Figure 1. Met1 routing (run 1).
The bar under the picture is 20 µm long. Supply wires on this layer in gray.
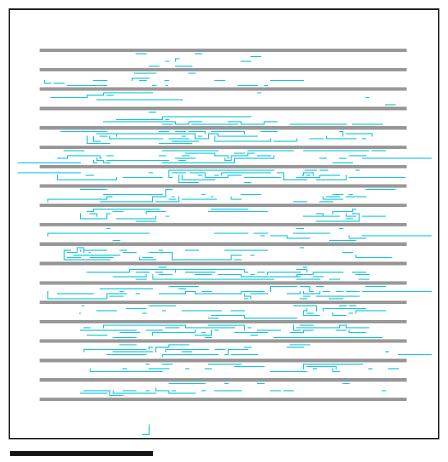
Figure 2. Met2 routing (run 1).
Cells faint in the background.
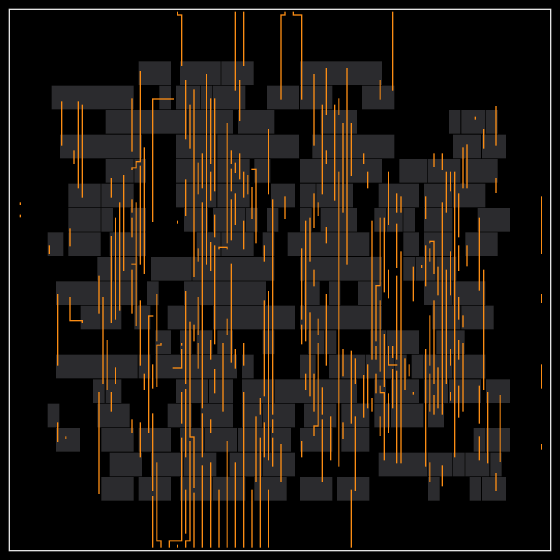
Figure 3. Metal 3 (run 1).
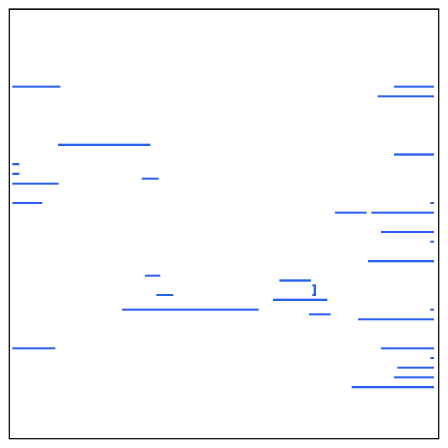
File: config.mk
export PLATFORM = sky130hd
export DESIGN_NAME = count8_arb_flat
export DESIGN_NICKNAME = d
export VERILOG_FILES = /design/src/rtl/count8_arb_if.sv /design/src/rtl/count8_arb.sv /design/src/flat_wrapper.sv
export SDC_FILE = /design/constraint.sdc
export NUM_CORES = 1
export LEC_CHECK = 0
export ABC_AREA = 0
export CAP_MARGIN = 20
export CORE_MARGIN = 4
export CORE_UTILIZATION = 44
export CTS_CLUSTER_DIAMETER = 150
export DETAILED_ROUTE_END_ITERATION = 16
export GPL_TIMING_DRIVEN = 0
export PLACE_DENSITY = 0.75
export SLEW_MARGIN = 10
export SYNTH_ARGS = -nofsm -noshare
export SYNTH_HDL_FRONTEND = slang
export SYNTH_SLANG_ARGS = --single-unit
File: constraint.sdc
create_clock -name clk -period 2.54 [get_ports clk]
set_input_delay 0.635 -clock clk [delete_from_list [all_inputs] [get_ports clk]]
set_output_delay 0.635 -clock clk [all_outputs]
set_load 0.01 [all_outputs]
File: src/rtl/count8_arb_if.sv
// Bundle between the timing clients, the round-robin scheduler and the shared 8-bit counter.
// The scheduler takes the slave view; the clients and the counter take the master view.
interface count8_arb_if;
   logic [1:0] req;
   logic [7:0] dur0;
   logic [7:0] dur1;
   logic [1:0] gnt;
   logic [1:0] done;
   logic       busy;
   logic       cnt_load;
   logic       cnt_en;
   logic [7:0] cnt_in;
   logic [7:0] cnt;

   modport slave (
      input  req, dur0, dur1, cnt,
      output gnt, done, busy, cnt_load, cnt_en, cnt_in
   );

   modport master (
      output req, dur0, dur1, cnt,
      input  gnt, done, busy, cnt_load, cnt_en, cnt_in
   );
endinterface

File: src/rtl/count8_arb.sv
// Two-requester round-robin scheduler for one shared loadable 8-bit up-counter.
// Each grant clears the counter, then enables it for the granted duration and pulses done.
module count8_arb (
   input  logic        clk,
   input  logic        res,
   count8_arb_if.slave bus
);

   typedef enum logic [1:0] {
      IDLE = 2'd0,
      LOAD = 2'd1,
      RUN  = 2'd2,
      DONE = 2'd3
   } state_t;

   state_t     state_q;
   logic [1:0] gnt_q;
   logic [1:0] done_q;
   logic       prio_q;
   logic       owner_q;
   logic [7:0] dur_q;

   logic       req_any;
   logic       winner;
   logic [7:0] win_dur;
   logic [7:0] dur_m1;
   logic       run_last;

   function automatic logic [1:0] onehot(input logic idx);
      return idx ? 2'b10 : 2'b01;
   endfunction

   // On contention the requester indexed by prio wins; a lone request always wins.
   always_comb begin
      req_any  = |bus.req;
      winner   = (bus.req == 2'b11) ? prio_q : bus.req[1];
      win_dur  = winner ? bus.dur1 : bus.dur0;
      dur_m1   = dur_q - 8'd1;
      run_last = (bus.cnt == dur_m1);
   end

   always_ff @(posedge clk or posedge res) begin
      if (res) begin
         state_q <= IDLE;
         gnt_q   <= 2'b00;
         done_q  <= 2'b00;
         prio_q  <= 1'b0;
         owner_q <= 1'b0;
         dur_q   <= 8'h00;
      end else begin
         case (state_q)
            IDLE: begin
               gnt_q  <= 2'b00;
               done_q <= 2'b00;
               if (req_any) begin
                  owner_q <= winner;
                  dur_q   <= win_dur;
                  gnt_q   <= onehot(winner);
                  prio_q  <= ~winner;
                  // A zero duration skips the counter entirely and completes at once.
                  if (win_dur != 8'h00) begin
                     state_q <= LOAD;
                  end else begin
                     state_q <= DONE;
                     done_q  <= onehot(winner);
                  end
               end
            end
            LOAD: begin
               state_q <= RUN;
            end
            RUN: begin
               // Counter holds j-1 in the j-th RUN cycle, so dur_q-1 marks the last one.
               if (run_last) begin
                  state_q <= DONE;
                  done_q  <= onehot(owner_q);
               end
            end
            DONE: begin
               state_q <= IDLE;
               gnt_q   <= 2'b00;
               done_q  <= 2'b00;
            end
            default: begin
               state_q <= IDLE;
               gnt_q   <= 2'b00;
               done_q  <= 2'b00;
            end
         endcase
      end
   end

   assign bus.gnt      = gnt_q;
   assign bus.done     = done_q;
   assign bus.busy     = (state_q != IDLE);
   assign bus.cnt_load = (state_q == LOAD);
   assign bus.cnt_en   = (state_q == RUN);
   assign bus.cnt_in   = 8'h00;

endmodule

File: src/flat_wrapper.sv
// flat-port wrapper written by rule: the top's interface ports become plain ports
module count8_arb_flat 
  (clk, res, bus_req, bus_dur0, bus_dur1, bus_cnt, bus_gnt, bus_done, bus_busy, bus_cnt_load, bus_cnt_en, bus_cnt_in);
  count8_arb_if bus_i ();
  input  logic clk;
  input  logic res;
  input wire logic [$bits(bus_i.req)-1:0] bus_req;
  input wire logic [$bits(bus_i.dur0)-1:0] bus_dur0;
  input wire logic [$bits(bus_i.dur1)-1:0] bus_dur1;
  input wire logic [$bits(bus_i.cnt)-1:0] bus_cnt;
  output wire logic [$bits(bus_i.gnt)-1:0] bus_gnt;
  output wire logic [$bits(bus_i.done)-1:0] bus_done;
  output wire logic [$bits(bus_i.busy)-1:0] bus_busy;
  output wire logic [$bits(bus_i.cnt_load)-1:0] bus_cnt_load;
  output wire logic [$bits(bus_i.cnt_en)-1:0] bus_cnt_en;
  output wire logic [$bits(bus_i.cnt_in)-1:0] bus_cnt_in;
  assign bus_i.req = bus_req;
  assign bus_i.dur0 = bus_dur0;
  assign bus_i.dur1 = bus_dur1;
  assign bus_i.cnt = bus_cnt;
  assign bus_gnt = bus_i.gnt;
  assign bus_done = bus_i.done;
  assign bus_busy = bus_i.busy;
  assign bus_cnt_load = bus_i.cnt_load;
  assign bus_cnt_en = bus_i.cnt_en;
  assign bus_cnt_in = bus_i.cnt_in;
  count8_arb u_core (.clk(clk), .res(res), .bus(bus_i));
endmodule
==> flow_summary.json, run 1 <==
{
  "period_used_pct": 93.6,
  "numSynthFlops": 16,
  "worstMarginPinSlew_ns": 0.601,
  "netlist.area_leader.share_pct": 33.6,
  "hp-class": "flip-flop to flip-flop",
  "synth.distinct_cells": 42,
  "grt_start_max_net_pins": 17,
  "p_per_area_nw_per_um2": 981,
  "grt_pass1_vias": 1047,
  "rsz0062_at_grt": "no",
  "dr.first_iter.drc_count": 23,
  "worst_path_largest_cell_delay_ns": 0.54,
  "root_buffer": "clkbuf_4",
  "drc": 0,
  "clk_path_buf_depth": 2,
  "wl_per_cell_um": 14.2,
  "lay_top_count": "clkdlybuf4s50_1",
  "crit_path_end_kind": "flip-flop",
  "logic_family": "simple AND/OR/NAND/NOR gates",
  "postCtsSetupBuffers": 0,
  "crit_start": "bus_req[0]",
  "synth-compound-area-share_pct": 14.7,
  "vias_per_cell": 5.29,
  "layout-drive-gt1-share_pct": 14.3,
  "status": "finished, final reports clean",
  "synth_top_cell_by_area": "dfrtp_1",
  "grt_pass1_wl_um": 4750
}
-- Figure 1 (at the start) --
wire length on this layer: 1200 µm
longest straight run: 17.0 µm
share of all routed wire: 43%
nets with wire on the layer: 172
total wire length: 2800 µm
Vias: 1048

-- Figure 2 (at the start) --
nets with wire on the layer: 176
share of all routed wire: 51%
main direction: vertical
longest straight run: 32.6 µm
wire length on this layer: 1420 µm
GR Util met2: 30.1%

-- Figure 3 (at the start) --
longest straight run: 18.9 µm
share of all routed wire: 5.9%
nets with wire on the layer: 29
main direction: horizontal
wire length on this layer: 164 µm
met3 Use GR: 2.16%

## run 1: per-stage QoR
step	hold WS (ns)	cells
floorplan	0.467	131
global placement	0.475	194
detailed placement	0.482	194
finish	0.496	198
global route	0.540	198
CTS	0.504	198
## run 1: power breakdown
group	leakage (nW)	switching, W	internal [W]	total (W)
Combinational	0.512	0.000443	0.000471	0.000914
Sequential	0.198	0.000126	0.000379	0.000506
Clock	0.0210	0.0000855	0.0000875	0.000173
Total	0.731	0.000655	0.000938	0.00159
## run 1: final timing paths
path,endpoint,slack (ns),cells after the start
worst max-delay path,u_core.bus.done[1],0.16,7
worst min-delay path,u_core.bus.done[0],0.50,1
worst max register to register,u_core.bus.done[0],0.27,8
worst min register to register,u_core.bus.done[0],0.50,1
max in group asynchronous,u_core.state_q[1],1.44,2
min in group asynchronous,u_core.prio_q,0.72,2
## run 1: area by class of cell
| cell class | count | area (µm²) | area share (%) |
|---|---|---|---|
| Tap cell | 30 | 37.5 | 2.31 |
| Timing Repair Buffer | 33 | 330 | 20.4 |
| Clock buffer | 4 | 36.3 | 2.24 |
| Inverter | 7 | 26.3 | 1.62 |
| Multi-Input combinational cell | 97 | 712 | 43.9 |
| Buffer | 11 | 80.1 | 4.93 |
| Sequential cell | 16 | 400 | 24.7 |
## run 1: metal layers
metal | up-vias | track usage (%) | share of wire (%)
met3 | 4 | 2.16 | 5.8
met4 | 0 | 7.59 | 0.86
li1 | 520 | - | -
met2 | 38 | 30.1 | 51
met5 | - | 0 | 0
met1 | 486 | 22.3 | 43
## run 1: worst max-delay path, delay by kind of cell
kind            cells  cell delay (ns)
simple gates        3             0.80
buf+inv             1             0.54
mux                 2             0.52
compound gates      1             0.13
Figure 4. Routing congestion map (run 1).
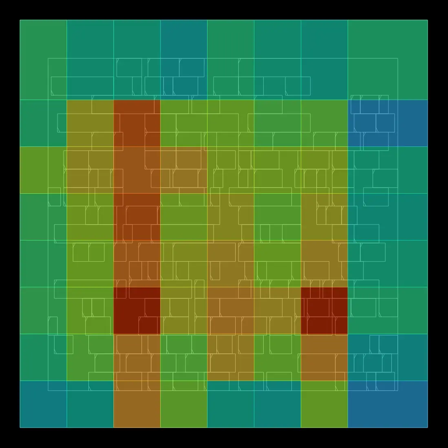

==> inputs of run 2 (changes only) <==
--- a/config.mk
+++ b/config.mk
@@ -13,6 +13,7 @@
 export DETAILED_ROUTE_END_ITERATION = 16
 export GPL_TIMING_DRIVEN = 0
 export PLACE_DENSITY = 0.75
+export RECOVER_POWER = 100
 export SLEW_MARGIN = 10
 export SYNTH_ARGS = -nofsm -noshare
 export SYNTH_HDL_FRONTEND = slang
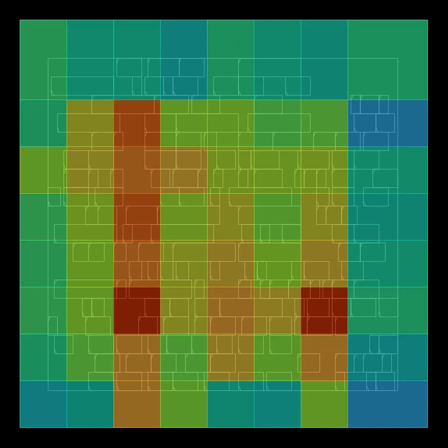
Figure 5: run 2, routing congestion map.
drt wl/cell: 14.1 µm
GRT busiest layer: met2
GRT Util Overall: 17.7%
post-layout util: 64.1%

==> run 2 against run 1 <==
  * Wire length decreased by 0.71%
  * First-iteration DRC count shrank 13%
  * Sequential share of layout area is 0.096 points higher
  * Final cell count stayed put
  * Die area did not move
  * Via count fell by 0.19%
  * Total power is 2.1% lower
==> flow_summary.json, run 2 <==
{
  "status": "finished, final reports clean",
  "clk_path_buf_depth": 2,
  "seqPwrFrac_pct": 32.4,
  "routed_wl_um": 2780,
  "dr.max_layer_used": "met4",
  "dr_wl_met2_um": 1390,
  "pwr-share-comb_pct": 56.6,
  "dr_total_vias": 1046,
  "yosys_area_um2": 1190,
  "ff_latch_area_um2": 400,
  "synth_top_cell_by_area": "dfrtp_1",
  "drc": 0,
  "dr.first_iter.drc_count": 20,
  "path_buffers": 3,
  "cts-resized-gates": 0,
  "worstHoldPathCells": 1,
  "grt_util_met3_pct": 2.16,
  "reg2reg_slack_ns": 0.26,
  "logic_area_um2": 706,
  "rsz0062_at_grt": "no",
  "r2r_cells": 8,
  "grt_pass1_vias": 1047,
  "lay_top_count": "clkdlybuf4s50_1",
  "io_buffers": 33,
  "num-nets-final": 203,
  "endpoint": "bus_busy",
  "netlist.area_leader.share_pct": 33.6,
  "worst_path_largest_cell_delay_ns": 0.60,
  "p_per_area_nw_per_um2": 965,
  "netSwitchingFraction_pct": 41.3,
  "grtUsageMet1_pct": 22.3,
  "crit_path_end_kind": "output port",
  "postCtsSetupBuffers": 0,
  "cts_sinks": 16,
  "layout-drive-gt1-share_pct": 13.7,
  "grt_pass1_wl_um": 4750,
  "intPower_w": 0.000916,
  "period_used_pct": 95.4,
  "vias_per_cell": 5.28,
  "met2_usage_pct": 30.1,
  "crit_cells": 4,
  "grt_start_max_net_pins": 17,
  "wl_met3_um": 129,
  "synth.distinct_cells": 42,
  "hp-class": "flip-flop to flip-flop",
  "reg2reg_to": "u_core.bus.done[0]",
  "first_pass_iters": 4
}
run 2: cell count changes in the layout (fill, tap and decap cells not counted), sizes merged:
cell / change
clkdlybuf4s50: -8
dlygate4sd3: +8
run 2: worst register-to-register path: cells and delay by family (launching register included):
family	cells	cell delay, ns
AOI/OAI and AO/OA	3	0.67
muxes	2	0.58
DFF	1	0.45
adders and majority gates	1	0.27
xor gates and xnor gates	1	0.15
buffers and inverters	1	0.07
run 2: area by class of cell:
class                           instances  share of cell area (%)
Sequential cell                        16                    24.8
Clock buffer                            4                    2.24
Multi-Input combinational cell         97                    43.7
Inverter                                7                    1.63
Tap cell                               30                    2.32
Timing Repair Buffer                   33                    20.4
Buffer                                 11                    4.95
run 2: kinds of logic (layout without fill, tap and decap cells):
logic type	count (synthesis)	after routing	synth area share, %
simple gates	34	34	16.3
compound gates	25	25	14.7
buf+inv	18	55	8.92
flops	16	16	33.6
mux	15	15	13.3
xor+xnor	9	9	6.61
fa+ha+maj	6	6	6.30
other cells	1	8	0.314
run 2: metrics by stage:
stage	utilization [%]	cells	total power [W]	cell area, µm²	hold slack [ns]
after floorplan	-	131	0.00113	1220	0.467
after global placement	62.9	194	0.00138	1590	0.475
after detailed placement	62.9	194	0.00142	1590	0.482
after CTS	64.3	198	0.00160	1620	0.504
after global routing	64.1	198	0.00172	1620	0.535
final	64.1	198	0.00156	1620	0.494
run 2: power groups by stage:
stage               combinational (W)  clock (W)  sequential [W]
finish                       0.000883   0.000171        0.000505
global route                  0.00101   0.000190        0.000527
CTS                          0.000923   0.000176        0.000505
detailed placement           0.000911          0        0.000510
global placement             0.000878          0        0.000506
floorplan                    0.000636          0        0.000491
Power figures rest on the tool's default switching activity, not on a simulated workload.
